Figure 1. Cell classes on the final placement (run 1).
(3 px per um) Fill, decap, tap and diode cells in gray.
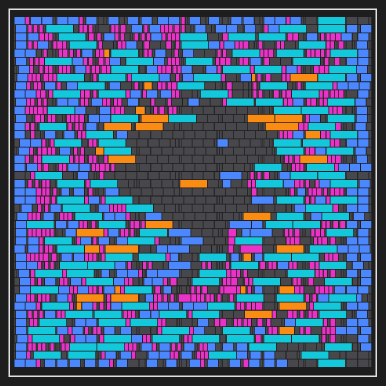
Figure 2. The metal 2 layer (run 1).
(3 px per um) Cells faint in the background.
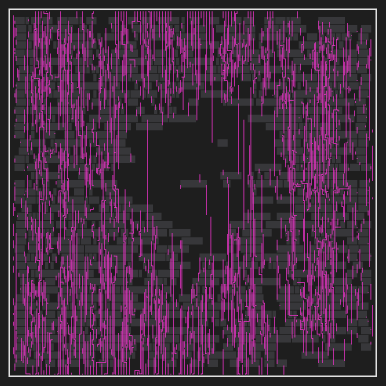
Figure 3. Pin placement (run 1).
(2 px per um) Pins as bars across the die edge, other pins in gray.
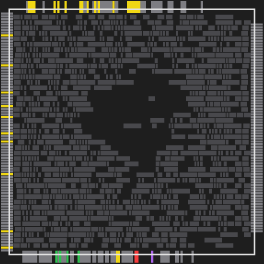
File: src/rtl/mem_arb_pkg.sv
// rtl/mem_arb_pkg.sv - shared types for the fetch/data memory port arbiter
package mem_arb_pkg;

  typedef enum logic [1:0] {
    IDLE = 2'd0,
    BUSY = 2'd1,
    RESP = 2'd2
  } arb_state_t;

  typedef enum logic [1:0] {
    OWN_NONE  = 2'b00,
    OWN_FETCH = 2'b01,
    OWN_DATA  = 2'b10
  } arb_owner_t;

endpackage

File: src/rtl/mem_arb_grant.sv
// rtl/mem_arb_grant.sv - winner selection; data-streak fairness counter under ARB_FAIRNESS_EN
module mem_arb_grant
  import mem_arb_pkg::*;
#(
  parameter int MAX_DATA_STREAK = 4
) (
`ifdef ARB_FAIRNESS_EN
  input  logic clk,
  input  logic rst_n,
`endif
  input  logic grant_en,
  input  logic fetch_req,
  input  logic data_req,
  output logic grant_fetch,
  output logic grant_data
);

  if (MAX_DATA_STREAK < 1) begin : g_streak_check
    $error("MAX_DATA_STREAK must be at least 1");
  end

`ifdef ARB_FAIRNESS_EN
  localparam int STREAK_W = $clog2(MAX_DATA_STREAK + 1);
  localparam logic [STREAK_W-1:0] STREAK_MAX = STREAK_W'(MAX_DATA_STREAK);

  logic [STREAK_W-1:0] streak_q, streak_d;
  logic                fetch_turn;

  assign fetch_turn = (streak_q == STREAK_MAX);

  // Data wins unless the fetch port has waited out a full streak of data grants.
  always_comb begin
    grant_fetch = 1'b0;
    grant_data  = 1'b0;
    if (grant_en) begin
      if (data_req && !(fetch_req && fetch_turn)) begin
        grant_data = 1'b1;
      end else if (fetch_req) begin
        grant_fetch = 1'b1;
      end
    end
  end

  // Count data grants that bypassed a waiting fetch; saturates at the limit.
  always_comb begin
    streak_d = streak_q;
    if (grant_en) begin
      if (grant_fetch || !fetch_req) begin
        streak_d = '0;
      end else if (grant_data && !fetch_turn) begin
        streak_d = streak_q + STREAK_W'(1);
      end
    end
  end

  // Streak counter register.
  always_ff @(posedge clk or negedge rst_n) begin
    if (!rst_n) begin
      streak_q <= '0;
    end else begin
      streak_q <= streak_d;
    end
  end
`else
  // Strict data priority.
  always_comb begin
    grant_data  = grant_en && data_req;
    grant_fetch = grant_en && fetch_req && !data_req;
  end
`endif

endmodule

File: src/rtl/mem_port_arbiter.sv
// rtl/mem_port_arbiter.sv - fetch/data arbiter for one single-ported memory (option: ARB_FAIRNESS_EN)
module mem_port_arbiter
  import mem_arb_pkg::*;
#(
  parameter int ADDR_WIDTH      = 32,
  parameter int DATA_WIDTH      = 32,
  parameter int MAX_DATA_STREAK = 4
) (
  input  logic                    clk,
  input  logic                    rst_n,
  input  logic [ADDR_WIDTH-1:0]   imem_addr,
  input  logic                    imem_read,
  output logic [DATA_WIDTH-1:0]   imem_read_data,
  output logic                    imem_ready,
  input  logic [ADDR_WIDTH-1:0]   dmem_addr,
  input  logic [DATA_WIDTH-1:0]   dmem_write_data,
  input  logic                    dmem_read,
  input  logic                    dmem_write,
  input  logic [DATA_WIDTH/8-1:0] dmem_byte_enable,
  output logic [DATA_WIDTH-1:0]   dmem_read_data,
  output logic                    dmem_ready,
  output logic [ADDR_WIDTH-1:0]   mem_addr,
  output logic [DATA_WIDTH-1:0]   mem_write_data,
  output logic                    mem_read,
  output logic                    mem_write,
  output logic [DATA_WIDTH/8-1:0] mem_byte_enable,
  input  logic [DATA_WIDTH-1:0]   mem_read_data,
  input  logic                    mem_ready,
  output logic [1:0]              arb_owner,
  output logic                    arb_busy
);

  arb_state_t                state_q, state_d;
  arb_owner_t                owner_q, owner_d;
  logic [ADDR_WIDTH-1:0]     mem_addr_q, mem_addr_d;
  logic [DATA_WIDTH-1:0]     mem_wdata_q, mem_wdata_d;
  logic                      mem_read_q, mem_read_d;
  logic                      mem_write_q, mem_write_d;
  logic [DATA_WIDTH/8-1:0]   mem_be_q, mem_be_d;
  logic [DATA_WIDTH-1:0]     imem_rdata_q, imem_rdata_d;
  logic [DATA_WIDTH-1:0]     dmem_rdata_q, dmem_rdata_d;
  logic                      imem_ready_q, imem_ready_d;
  logic                      dmem_ready_q, dmem_ready_d;
  logic                      busy_q, busy_d;
  logic                      grant_fetch, grant_data;

  mem_arb_grant #(
    .MAX_DATA_STREAK(MAX_DATA_STREAK)
  ) u_grant (
`ifdef ARB_FAIRNESS_EN
    .clk        (clk),
    .rst_n      (rst_n),
`endif
    .grant_en   (state_q == IDLE),
    .fetch_req  (imem_read),
    .data_req   (dmem_read | dmem_write),
    .grant_fetch(grant_fetch),
    .grant_data (grant_data)
  );

  // Next state: latch the winner in IDLE, wait for memory in BUSY, pulse ready in RESP.
  always_comb begin
    state_d      = state_q;
    owner_d      = owner_q;
    mem_addr_d   = mem_addr_q;
    mem_wdata_d  = mem_wdata_q;
    mem_read_d   = mem_read_q;
    mem_write_d  = mem_write_q;
    mem_be_d     = mem_be_q;
    imem_rdata_d = imem_rdata_q;
    dmem_rdata_d = dmem_rdata_q;
    imem_ready_d = 1'b0;
    dmem_ready_d = 1'b0;
    case (state_q)
      IDLE: begin
        if (grant_data) begin
          mem_addr_d  = dmem_addr;
          mem_wdata_d = dmem_write_data;
          mem_be_d    = dmem_byte_enable;
          mem_write_d = dmem_write;
          mem_read_d  = ~dmem_write;
          owner_d     = OWN_DATA;
          state_d     = BUSY;
        end else if (grant_fetch) begin
          mem_addr_d  = imem_addr;
          mem_be_d    = '1;
          mem_write_d = 1'b0;
          mem_read_d  = 1'b1;
          owner_d     = OWN_FETCH;
          state_d     = BUSY;
        end
      end
      BUSY: begin
        if (mem_ready) begin
          if (owner_q == OWN_FETCH) begin
            imem_rdata_d = mem_read_data;
            imem_ready_d = 1'b1;
          end else begin
            // A store leaves the load-data register untouched.
            if (mem_read_q) begin
              dmem_rdata_d = mem_read_data;
            end
            dmem_ready_d = 1'b1;
          end
          mem_read_d  = 1'b0;
          mem_write_d = 1'b0;
          state_d     = RESP;
        end
      end
      RESP: begin
        owner_d = OWN_NONE;
        state_d = IDLE;
      end
      default: begin
        owner_d     = OWN_NONE;
        mem_read_d  = 1'b0;
        mem_write_d = 1'b0;
        state_d     = IDLE;
      end
    endcase
    busy_d = (state_d != IDLE);
  end

  // State, bus and response registers; reset abandons any transaction in flight.
  always_ff @(posedge clk or negedge rst_n) begin
    if (!rst_n) begin
      state_q      <= IDLE;
      owner_q      <= OWN_NONE;
      mem_addr_q   <= '0;
      mem_wdata_q  <= '0;
      mem_read_q   <= 1'b0;
      mem_write_q  <= 1'b0;
      mem_be_q     <= '0;
      imem_rdata_q <= '0;
      dmem_rdata_q <= '0;
      imem_ready_q <= 1'b0;
      dmem_ready_q <= 1'b0;
      busy_q       <= 1'b0;
    end else begin
      state_q      <= state_d;
      owner_q      <= owner_d;
      mem_addr_q   <= mem_addr_d;
      mem_wdata_q  <= mem_wdata_d;
      mem_read_q   <= mem_read_d;
      mem_write_q  <= mem_write_d;
      mem_be_q     <= mem_be_d;
      imem_rdata_q <= imem_rdata_d;
      dmem_rdata_q <= dmem_rdata_d;
      imem_ready_q <= imem_ready_d;
      dmem_ready_q <= dmem_ready_d;
      busy_q       <= busy_d;
    end
  end

  assign imem_read_data  = imem_rdata_q;
  assign imem_ready      = imem_ready_q;
  assign dmem_read_data  = dmem_rdata_q;
  assign dmem_ready      = dmem_ready_q;
  assign mem_addr        = mem_addr_q;
  assign mem_write_data  = mem_wdata_q;
  assign mem_read        = mem_read_q;
  assign mem_write       = mem_write_q;
  assign mem_byte_enable = mem_be_q;
  assign arb_owner       = owner_q;
  assign arb_busy        = busy_q;

endmodule

File: config.mk
export PLATFORM = sky130hd
export DESIGN_NAME = mem_port_arbiter
export DESIGN_NICKNAME = d
export VERILOG_FILES = /design/src/rtl/mem_arb_pkg.sv /design/src/rtl/mem_arb_grant.sv /design/src/rtl/mem_port_arbiter.sv
export SDC_FILE = /design/constraint.sdc
export NUM_CORES = 1
export LEC_CHECK = 0
export ABC_AREA = 1
export CORE_UTILIZATION = 42
export DETAILED_ROUTE_END_ITERATION = 10
export PLACE_DENSITY = 0.83
export RECOVER_POWER = 25
export SLEW_MARGIN = 25
export SYNTH_ARGS = -nofsm -noshare
export SYNTH_HDL_FRONTEND = slang
export SYNTH_SLANG_ARGS = --single-unit
File: constraint.sdc
create_clock -name clk -period 2 [get_ports clk]
set_clock_uncertainty 0.2 [all_clocks]
set_input_delay 0.4 -clock clk [delete_from_list [all_inputs] [get_ports clk]]
set_output_delay 0.4 -clock clk [all_outputs]
set_load 0.005 [all_outputs]
==> metrics.cfg, run 1 <==
[power]
p_seq_mw = 4.94
seqPwrFrac_pct = 34.5
power.total_mw = 14.3
comb_power_share_pct = 43.6
power_leakage_nw = 4.94
clkPwrFrac_pct = 21.9

[layout]
layout_top_cell = nand2_1
n_fill_cell = 1039
nClkBuffers = 22
comb_cells = 492
logic_area_mm2 = 0.00202

[die]
coreArea_mm2 = 0.0139
die_w_um = 122
fp_util_pct = 43.3
rows = 43

[hold_path]
hold_class = reg2reg
hold_path_depth = 2
hold_end = dmem_read_data[6]

[worst_setup_path]
critical_path.top_delay_family = buffers and inverters
crit_chain = clkdlybuf4s50_1
startpoint = mem_read
cp.depth = 1
timing.rr.start = state_q[1]
worstPathMaxFanout = 3
r2r_cells = 5
cp.arrival_ps = 1350
cp_num_buf_inv = 1

[grt]
grt_pass1_wl_um = 28100
grt_antenna_before_repair = 0
grt_use_met3_pct = 9.18

[placement]
dpl_worst_slack_ps = 7.23
place_area_mm2 = 0.00912
gp_congestion = 0.828

[cts]
worstSkewPairLatency_ps = 400
clk_pin_slew_ps = 60
cts_tree = yes

[yosys]
xor_area_share_pct = 0
topCellsByArea = dfrtp_1 58%, nand2_1 23%, o21ai_0 5.0%, inv_1 4.4%, nand3_1 2.8%
yosys_cells = 744
synth_cells = 744
numSynthFlops = 141
ys_seq_share_pct = 58.5
synthTopLogicFamily = simple AND/OR/NAND/NOR gates

[route]
vias = 5751
wl_met1_um = 6910
met3WireLength_um = 1700
dr.pass1.iters = 5

[final_timing]
slew_violations = 0
timing.final.ws_setup_ps = 54.5

[outcome]
outcome = completed

Notes on Figure 1 above:
[magenta] combinational and other logic | cells: 565 | share of their area: 24%
[orange] clock drivers and dummy loads | cells: 32 | share of their area: 6.3%
[cyan] sequential cells | cells: 141 | share of their area: 37%
[blue] remaining buffers and delay cells | cells: 301 | share of their area: 32%

Notes on Figure 2 above:
nets with wire on the layer: 906
longest straight run: 56.4 um

Notes on Figure 3 above:
[green] `mem_byte_enable` | pins: 4 | direction: output | edge: bottom
[red] `arb_owner` | pins: 2 | direction: output | edge: bottom
[purple] `arb_busy` | pins: 1 | direction: output | edge: bottom
[yellow] `mem_addr` | pins: 32 | direction: output | edge: 20 top, 10 left, 2 bottom

==> inputs of run 2 (changes only) <==
- SKIP_CTS_REPAIR_TIMING: unset -> 1
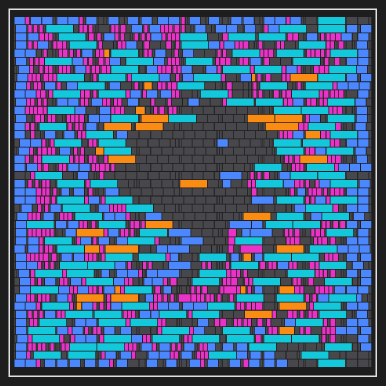
Figure 4: run 2, cell classes on the final placement.
(3 px per um) Fill, decap, tap and diode cells in gray.
[cyan] sequential cells | cells: 141 | share of their area: 37%
[magenta] combinational and other logic | cells: 565 | share of their area: 24%
[orange] clock drivers and dummy loads | cells: 32 | share of their area: 6.3%
[blue] remaining buffers and delay cells | cells: 301 | share of their area: 32%

==> run 2 against run 1 <==
Effect of this change:
- clock power is essentially flat
- largest cell class unchanged
- highest routed layer unchanged
- routed wire length did not move
- sequential power is essentially flat
==> metrics.cfg, run 2 <==
[worst_setup_path]
crit_type = reg2out
startpoint = mem_read
cp.arrival_ps = 1350  ; about the same
crit_chain = clkdlybuf4s50_1
cp_num_buf_inv = 1  ; unchanged
timing.rr.start = state_q[1]
critical_path.top_delay_family = buffers and inverters
end_kind = primary output
cp.depth = 1  ; unchanged
r2r_cells = 5  ; unchanged
worstPathMaxFanout = 3  ; unchanged

[yosys]
ys_seq_share_pct = 58.5  ; unchanged
numSynthFlops = 141  ; unchanged
synth_cells = 744  ; unchanged
topCellsByArea = dfrtp_1 58%, nand2_1 23%, o21ai_0 5.0%, inv_1 4.4%, nand3_1 2.8%
synthTopLogicFamily = simple AND/OR/NAND/NOR gates
yosys_cells = 744  ; unchanged

[die]
coreArea_mm2 = 0.0139  ; unchanged
die_w_um = 122  ; unchanged
rows = 43  ; unchanged
io_pins = 277
fp_util_pct = 43.3  ; unchanged

[placement]
dpl_worst_slack_ps = 7.23  ; unchanged
place_area_mm2 = 0.00912  ; unchanged
gp_congestion = 0.828  ; unchanged

[cts]
clock_path_buffers = 2
clk_pin_slew_ps = 60  ; about the same
cts_tree = yes
worstSkewPairLatency_ps = 400  ; about the same

[layout]
logic_area_mm2 = 0.00202  ; unchanged
buffers_excl_clock = 301
comb_cells = 492  ; unchanged
syn_to_final_growth_pct = 61.1
n_fill_cell = 1039  ; unchanged
layout_top_cell = nand2_1

[grt]
grt_antenna_before_repair = 0  ; unchanged
grt_pass1_wl_um = 28100  ; -0.27%

[final_timing]
timing.final.ws_setup_ps = 54.5  ; unchanged
slew_violations = 0  ; unchanged

[route]
drt-total-wl_um = 17600
met3WireLength_um = 1700  ; unchanged
wl_met1_um = 6910  ; unchanged
dr.pass1.iters = 5  ; unchanged
vias = 5751  ; unchanged

[power]
power.total_mw = 14.3  ; unchanged
power_leakage_nw = 4.94  ; unchanged
p_seq_mw = 4.94  ; about the same
power_clock_mw = 3.13
clkPwrFrac_pct = 21.9  ; about the same
comb_power_share_pct = 43.6  ; about the same

[hold_path]
hold_class = reg2reg
hold_path_depth = 2  ; unchanged
hold_end = dmem_read_data[6]

[outcome]
outcome = completed

==> inputs of run 3 (changes only) <==
- MAX_ROUTING_LAYER: unset -> met4
- SETUP_SLACK_MARGIN: unset -> 0.02
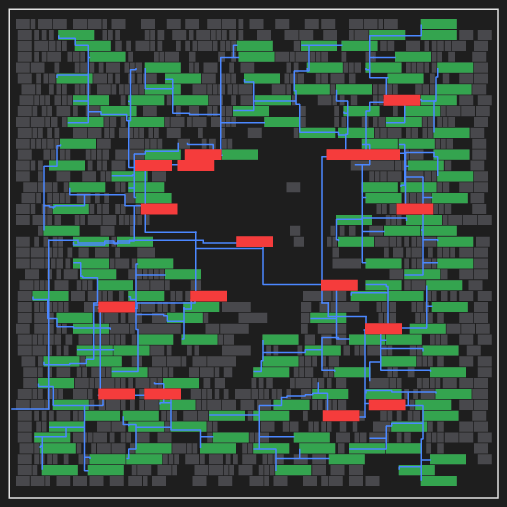
Figure 5: run 3, clock network drawn from the DEF.
(4 px per um)
[red] clock drivers | count: 17
[blue] clock wires | length: 1,690 um
[green] flip-flops | count: 141
flops lie: spread over the die

==> run 3 against run 2 <==
Effect of this change:
- non-clock buffer count is 3 higher
- highest routed layer unchanged
- final cell count grew 0.25%
- count of clock-buffer cells in the layout unchanged
- sequential cell count is the same
- first-iteration DRC count increased by 9.0%
- critical path depth stayed put
- total power is 0.25% higher
- sequential power about the same
- sequential share of layout area hardly changed
- synthesized cell count unchanged
- maximum frequency up 1.2%
==> metrics.cfg, run 3 <==
[yosys]
ys_seq_share_pct = 58.5  ; unchanged
numSynthFlops = 141  ; unchanged
topCellsByArea = dfrtp_1 58%, nand2_1 23%, o21ai_0 5.0%, inv_1 4.4%, nand3_1 2.8%
aoi_share_pct = 5.48
synth_cells = 744  ; unchanged
synthTopLogicFamily = simple AND/OR/NAND/NOR gates
yosys_cells = 744  ; unchanged

[hold_path]
hold_class = in2async

[die]
coreArea_mm2 = 0.0139  ; unchanged
die_w_um = 122  ; unchanged
io_pins = 277  ; unchanged
rows = 43  ; unchanged

[worst_setup_path]
cp.depth = 1  ; unchanged
crit_chain = clkdlybuf4s50_1
crit_type = reg2out
timing.rr.start = state_q[1]
cp_num_buf_inv = 1  ; unchanged
cp.arrival_ps = 1320  ; -30 ps
end_kind = primary output
critical_path.top_delay_family = buffers and inverters
startpoint = imem_read_data[1]
worstPathMaxFanout = 2  ; -1

[placement]
dpl_worst_slack_ps = 7.23  ; unchanged
gp_congestion = 0.841  ; +1.5%

[power]
clkPwrFrac_pct = 21.9  ; about the same
power_leakage_nw = 4.95  ; +0.17%
power.total_mw = 14.3  ; +0.25%

[layout]
logic_area_mm2 = 0.00202  ; unchanged
dominant_cells = registers
buffers_excl_clock = 304  ; +1.0%
n_fill_cell = 1036  ; -0.29%
syn_to_final_growth_pct = 61.2  ; about the same
comb_cells = 492  ; unchanged
nClkBuffers = 22

[grt]
grt_antenna_before_repair = 0  ; unchanged

[route]
met3WireLength_um = 1660  ; -2.6%
vias = 5787  ; +0.63%
drt-total-wl_um = 17700  ; +0.35%
wl_met1_um = 6970  ; +0.82%

[final_timing]
slew_violations = 0  ; unchanged

[cts]
clk_pin_slew_ps = 60  ; about the same
cts_tree = yes
clock_path_buffers = 2  ; unchanged
htreeDepth = 4
worstSkewPairLatency_ps = 410  ; about the same

[outcome]
outcome = completed

No activity file was given, so power comes from the tool's default toggle rates.
